$ cat config.mk
export PLATFORM = sky130hd
export DESIGN_NAME = limn2600_bus_timer
export DESIGN_NICKNAME = d
export VERILOG_FILES = /design/src/rtl/limn2600_bus_timer.sv
export SDC_FILE = /design/constraint.sdc
export NUM_CORES = 1
export LEC_CHECK = 0
export ABC_AREA = 1
export CAP_MARGIN = 20
export CORE_ASPECT_RATIO = 0.75
export CORE_MARGIN = 3
export CORE_UTILIZATION = 58
export DETAILED_ROUTE_END_ITERATION = 12
export MAX_ROUTING_LAYER = met4
export PLACE_DENSITY = 0.95
export SLEW_MARGIN = 20
export SYNTH_ARGS = -nofsm -noshare
export SYNTH_HDL_FRONTEND = slang
export SYNTH_SLANG_ARGS = --single-unit
$ cat constraint.sdc
create_clock -name clk -period 2.7 [get_ports clk]
set_input_delay 0.675 -clock clk [delete_from_list [all_inputs] [get_ports clk]]
set_output_delay 0.675 -clock clk [all_outputs]
set_load 0.02 [all_outputs]
$ cat src/rtl/limn2600_bus_timer.sv
// limn2600_bus_timer: memory-mapped interval timer on the Limn2600 CPU bus.
// A two-state bus responder (IDLE/ACK) exposes CTRL, RELOAD, COUNT and STATUS.
// A prescaler produces counter ticks; count expiry raises a level interrupt.
module limn2600_bus_timer #(
  parameter int PRESCALE = 4,
  parameter int CNT_W    = 32
) (
  input  logic        clk,
  input  logic        rst,
  input  logic        cs,
  input  logic        we,
  input  logic [31:0] addr,
  input  logic [31:0] data_in,
  output logic [31:0] data_out,
  output logic        rdy,
  output logic        irq
);

  localparam int PW = (PRESCALE > 1) ? $clog2(PRESCALE) : 1;
  localparam logic [PW-1:0] PRESC_MAX = PW'(PRESCALE - 1);

  localparam logic [1:0] REG_CTRL   = 2'd0;
  localparam logic [1:0] REG_RELOAD = 2'd1;
  localparam logic [1:0] REG_COUNT  = 2'd2;
  localparam logic [1:0] REG_STATUS = 2'd3;

  typedef enum logic {
    ST_IDLE,
    ST_ACK
  } state_e;

  state_e             state_q, state_d;
  logic               rdy_q, rdy_d;
  logic [31:0]        data_out_q, data_out_d;
  logic               en_q, en_d;
  logic               ie_q, ie_d;
  logic               ar_q, ar_d;
  logic [CNT_W-1:0]   reload_q, reload_d;
  logic [CNT_W-1:0]   count_q, count_d;
  logic               pending_q, pending_d;
  logic [PW-1:0]      presc_q, presc_d;

  logic               accept;
  logic [1:0]         reg_sel;
  logic               wr_ctrl, wr_reload, wr_count, wr_status;
  logic [31:0]        rd_data;
  logic               tick;
  logic               count_tick;
  logic               expire;
  logic               unused_bits;

  // Only addr[3:2] selects a register; the remaining address bits are don't-care.
  assign unused_bits = ^{addr[31:4], addr[1:0], data_in};

  assign accept    = (state_q == ST_IDLE) && cs;
  assign reg_sel   = addr[3:2];
  assign wr_ctrl   = accept && we && (reg_sel == REG_CTRL);
  assign wr_reload = accept && we && (reg_sel == REG_RELOAD);
  assign wr_count  = accept && we && (reg_sel == REG_COUNT);
  assign wr_status = accept && we && (reg_sel == REG_STATUS);

  // Read mux over the register values as they stand before the accepting edge.
  always_comb begin
    rd_data = 32'd0;
    case (reg_sel)
      REG_CTRL:   rd_data = {29'd0, ar_q, ie_q, en_q};
      REG_RELOAD: rd_data = 32'(reload_q);
      REG_COUNT:  rd_data = 32'(count_q);
      REG_STATUS: rd_data = {31'd0, pending_q};
      default:    rd_data = 32'd0;
    endcase
  end

  // Bus FSM: accept in IDLE, present rdy and read data for exactly one cycle in ACK.
  always_comb begin
    state_d    = state_q;
    rdy_d      = 1'b0;
    data_out_d = 32'd0;
    case (state_q)
      ST_IDLE: begin
        if (cs) begin
          state_d    = ST_ACK;
          rdy_d      = 1'b1;
          data_out_d = we ? 32'd0 : rd_data;
        end
      end
      ST_ACK: begin
        state_d = ST_IDLE;
      end
      default: begin
        state_d = ST_IDLE;
      end
    endcase
  end

  // A tick fires when the enabled prescaler wraps; a COUNT write on that edge swallows it.
  assign tick       = en_q && (presc_q == PRESC_MAX);
  assign count_tick = tick && !wr_count;
  assign expire     = count_tick && (count_q == '0);

  // Timer datapath: prescaler, counter, control bits and pending flag with race priorities.
  always_comb begin
    en_d      = en_q;
    ie_d      = ie_q;
    ar_d      = ar_q;
    reload_d  = reload_q;
    count_d   = count_q;
    pending_d = pending_q;
    presc_d   = presc_q;

    if (count_tick) begin
      if (count_q != '0) begin
        count_d = count_q - CNT_W'(1);
      end else if (ar_q) begin
        count_d = reload_q;
      end else begin
        en_d = 1'b0;
      end
    end
    if (wr_count) begin
      count_d = data_in[CNT_W-1:0];
    end

    if (wr_ctrl) begin
      en_d = data_in[0];
      ie_d = data_in[1];
      ar_d = data_in[2];
    end

    if (wr_reload) begin
      reload_d = data_in[CNT_W-1:0];
    end

    if (wr_status && data_in[0]) begin
      pending_d = 1'b0;
    end
    if (expire) begin
      pending_d = 1'b1;
    end

    if (en_q && en_d && !tick) begin
      presc_d = presc_q + PW'(1);
    end else begin
      presc_d = '0;
    end
  end

  // State registers with asynchronous active-low reset.
  always_ff @(posedge clk or negedge rst) begin
    if (!rst) begin
      state_q    <= ST_IDLE;
      rdy_q      <= 1'b0;
      data_out_q <= 32'd0;
      en_q       <= 1'b0;
      ie_q       <= 1'b0;
      ar_q       <= 1'b0;
      reload_q   <= '0;
      count_q    <= '0;
      pending_q  <= 1'b0;
      presc_q    <= '0;
    end else begin
      state_q    <= state_d;
      rdy_q      <= rdy_d;
      data_out_q <= data_out_d;
      en_q       <= en_d;
      ie_q       <= ie_d;
      ar_q       <= ar_d;
      reload_q   <= reload_d;
      count_q    <= count_d;
      pending_q  <= pending_d;
      presc_q    <= presc_d;
    end
  end

  assign rdy      = rdy_q;
  assign data_out = data_out_q;
  assign irq      = pending_q & ie_q;

endmodule

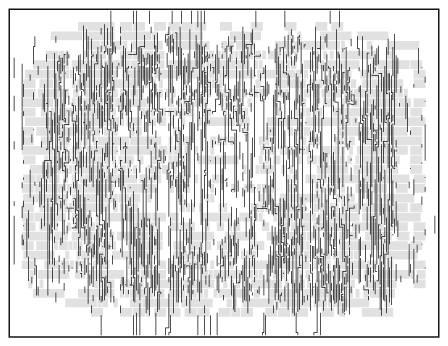
Run 1: M2 wires
Cells faint in the background.
longest straight run = 37.2 um
main direction = vertical
nets with wire on the layer = 703
wire length on this layer = 7330 um
share of all routed wire = 45%
grt met2 use: 47.7%
vias: 5627

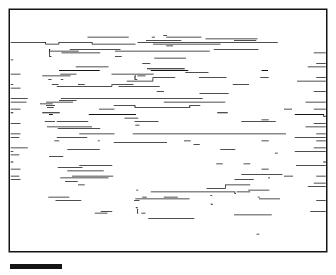
Run 1: signal wires on met3
Scale bar: 20 um.
share of all routed wire = 8.5%
nets with wire on the layer = 107
wire length on this layer = 1390 um

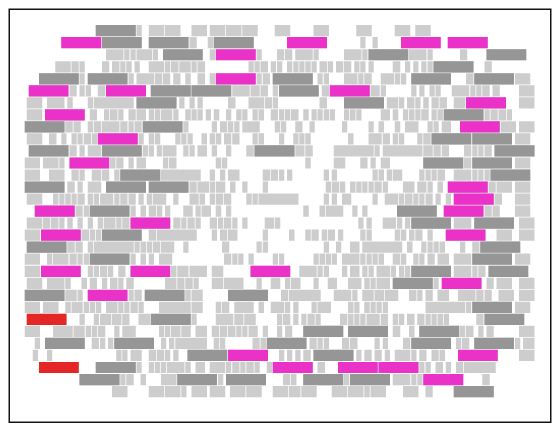
Run 1: sequential cells coloured by netlist name
reload_q -> magenta  # placed flops 32, where widely spread
presc_q -> red  # placed flops 2

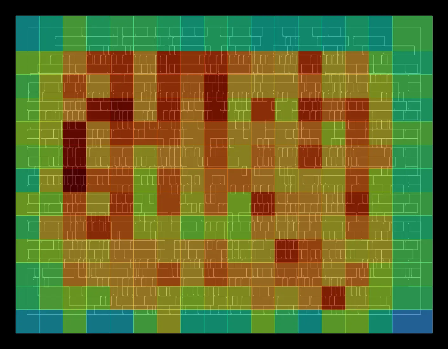
Run 1: congestion heat map
Total Routing Usage GR: 31.5%
grt met1 use: 42.9%
GR peak layer: met2
met3 Use GR: 7.50%
fin util: 72.2%

==> flow_summary.toml, run 1 <==
# physical design summary
[die]
num_rows = 31

[final_timing]
tightest_slew_ns = 0.503
setup_tns_ns = 0

[worst_setup_path]
arrival_ns = 2.54
reg2reg_slack_ns = 0.51
crit_path_start_kind = "primary input"
r2r_cells = 10

[cells_and_area]
clock_buffers = 12
layout-drive-gt1-share_pct = 9.87
antenna_cells = 0

[routing]
antenna_left = 0
drt_iter0_markers = 576
wl_um = 16500

[synth]
yosys_area_sq_um = 5860
synth-seq-cells = 103
yosys_cells = 798
top_area_cell = "dfrtp_1"

[clock_network]
cts_buffer_depth = 2
cts_hold_buf = 0

[status]
outcome = "finished clean"

[global_route]
antenna_found_initial = 0
grt_overflow = 0
-- run 1: registers in the layout, indices dropped and copies added, names as in the netlist --
name and count:
rdy 1, ar_q 1, presc_q 2, data_out 32
ie_q 1, count_q 32, reload_q 32, en_q 1
pending_q 1
-- run 1: worst reg2reg max path, cell delays in order (launching register included) --
cell and delay, ns:
dfrtp_1 0.47, nor2_1 0.21, nand2_1 0.14, nor2_2 0.19, nand2_2 0.13, nor2_8 0.17
nand2_2 0.09, nand2_4 0.38, a21oi_1 0.09, o21ai_1 0.12, nand2_1 0.08
-- run 1: stage by stage --
step                power (mW)  utilization [%]  worst slack, ns
floorplan                 3.62                -            0.818
global placement          4.17             69.4            0.177
detailed placement        4.25             69.4           0.0411
CTS                       5.45             72.2            0.400
global route              5.87             72.2            0.170
finish                    5.47             72.2            0.394
-- run 1: per-layer routing --
metal  vias to the layer above  wire [um]  GRT usage (%)
met5                         -          0              -
met4                         0        296           8.85
met3                        36       1390           7.50
met2                       259       7330           47.7
met1                      2646       7440           42.9
li1                       2686          -              -
-- run 1: power breakdown --
part	internal, mW	switching [mW]
logic	0.730	1.17
registers	1.91	0.455
clock network	0.630	0.570
total	3.27	2.20
-- run 1: worst min path at each step --
stage	slack (ns)	depth (start not counted)	start	to
detailed placement	0.44	1	presc_q[0]	presc_q[0]
CTS	0.21	1	rst	data_out[5]
global placement	0.42	1	presc_q[0]	presc_q[0]
finish	0.21	1	rst	reload_q[8]
global route	0.23	1	rst	reload_q[8]
floorplan	0.38	0	rst	ar_q
-- run 1: cells in the mapped netlist, types with 7 or more instances --
cell type / count
o21ai_0: 39
buf_2: 7
nor2_2: 9
dfrtp_1: 103
inv_1: 68
clkbuf_1: 16
mux2_2: 17
a21oi_1: 42
nand2_1: 214
nor2_1: 125
nand3_1: 76
xor2_1: 7
o21ai_1: 8
## Run 2: what changed since run 1
--- a/config.mk
+++ b/config.mk
@@ -6,6 +6,7 @@
 export NUM_CORES = 1
 export LEC_CHECK = 0
 export ABC_AREA = 1
+export ABC_CLOCK_PERIOD_IN_PS = 2800
 export CAP_MARGIN = 20
 export CORE_ASPECT_RATIO = 0.75
 export CORE_MARGIN = 3
==> constraint.sdc (replaced) <==
create_clock -name clk -period 2.8 [get_ports clk]
set_input_delay 0.7 -clock clk [delete_from_list [all_inputs] [get_ports clk]]
set_output_delay 0.7 -clock clk [all_outputs]
set_load 0.02 [all_outputs]
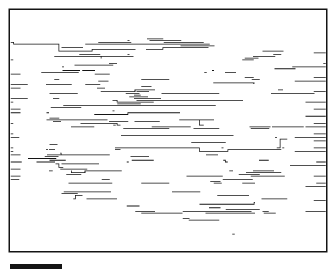
Run 2: signal wires on met3
Scale bar: 20 um.
longest straight run = 58.7 um
share of all routed wire = 9.7%
wire length on this layer = 1600 um

==> run 2 against run 1 <==
  * Setup slack improved by 0.066 ns
  * Routed wire length fell by 0.18%
  * Clock power barely moved
  * Global-route usage fell by 0.37 points
  * Die area did not move
  * Synthesized cell count did not move
  * Core utilization fell by 0.14 points
  * Critical path depth fell by 3
==> flow_summary.toml, run 2 <==
# physical design summary
[status]
outcome = "finished clean"

[global_route]
grt_pass1_wl_um = 27000
grt_use_met3_pct = 7.19

[routing]
via_per_inst = 5.71
drt_iter0_markers = 656
num_vias = 5712
wl_um = 16400
antenna_left = 0

[synth]
top_area_cell = "dfrtp_1"
yosys_cells = 798
yosysMostFrequentCell = "nand2_1"
ff_type = "dfrtp_1"
async_flop_share_pct = 100
yosys_area_sq_um = 5860
synth-seq-cells = 103

[worst_setup_path]
max_stage_delay_ns = 0.55
arrival_ns = 2.60
reg2reg_slack_ns = 0.50
r2r_cells = 10
crit_path_start_kind = "primary input"
cp-startpoint = "addr[3]"

[die]
num_rows = 31
ios = 102
die_w_um = 122

[place]
dp_slack_ns = 0.218

[cells_and_area]
antenna_cells = 0
layout-drive-gt1-share_pct = 9.68

[clock_network]
cts_buffer_depth = 2

[final_timing]
setup_tns_ns = 0
tightest_slew_ns = 0.495

[pwr]
fin_total_pwr_mw = 5.29
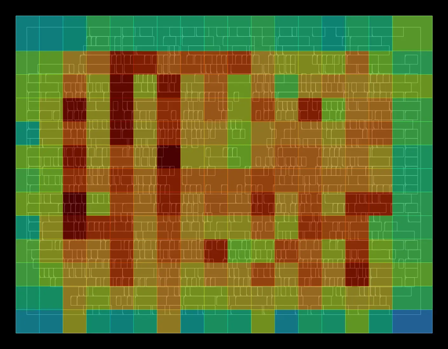
Run 2: congestion heat map
grt met1 use: 42.6%
fin util: 72.0%

## run 2: cell type report
| class | instances | area, sq um | share of cell area [%] |
|---|---|---|---|
| Timing Repair Buffer | 88 | 873 | 12.5 |
| Tap cell | 132 | 165 | 2.35 |
| Multi-Input combinational cell | 592 | 2860 | 40.8 |
| Sequential cell | 103 | 2580 | 36.7 |
| Clock inverter | 4 | 31.3 | 0.446 |
| Inverter | 69 | 259 | 3.69 |
| Clock buffer | 12 | 246 | 3.51 |
## run 2: worst min path at each step
stage	slack [ns]	start	cells after the start	end
floorplan	0.40	rst	0	ar_q
global placement	0.42	presc_q[0]	1	presc_q[0]
detailed placement	0.43	presc_q[0]	1	presc_q[0]
CTS	0.29	rst	1	reload_q[9]
global route	0.31	rst	1	data_out[5]
finish	0.29	rst	1	reload_q[7]
## run 2: per-layer routing
layer | vias up | part of all wire [%]
met5 | - | 0
li1 | 2680 | -
met4 | 0 | 2.4
met1 | 2688 | 44
met3 | 44 | 9.7
met2 | 300 | 44
## run 2: logic make-up after synthesis
logic type                 share of synthesized area (%)
AOI/OAI and AO/OA                                   9.96
xor gates and xnor gates                            1.94
adders and majority gates                          0.640
buffers and inverters                               7.38
DFF                                                 44.0
muxes                                               3.26
and+or+nand+nor                                     32.9
## run 2: report_power, final
part	switching [mW]	internal, mW	total (mW)	leakage (nW)
Clock	0.562	0.630	1.19	0.125
Sequential	0.438	1.84	2.28	1.31
Combinational	1.12	0.696	1.82	1.85
Total	2.12	3.17	5.29	3.28
No activity file was given, so power comes from the tool's default toggle rates.
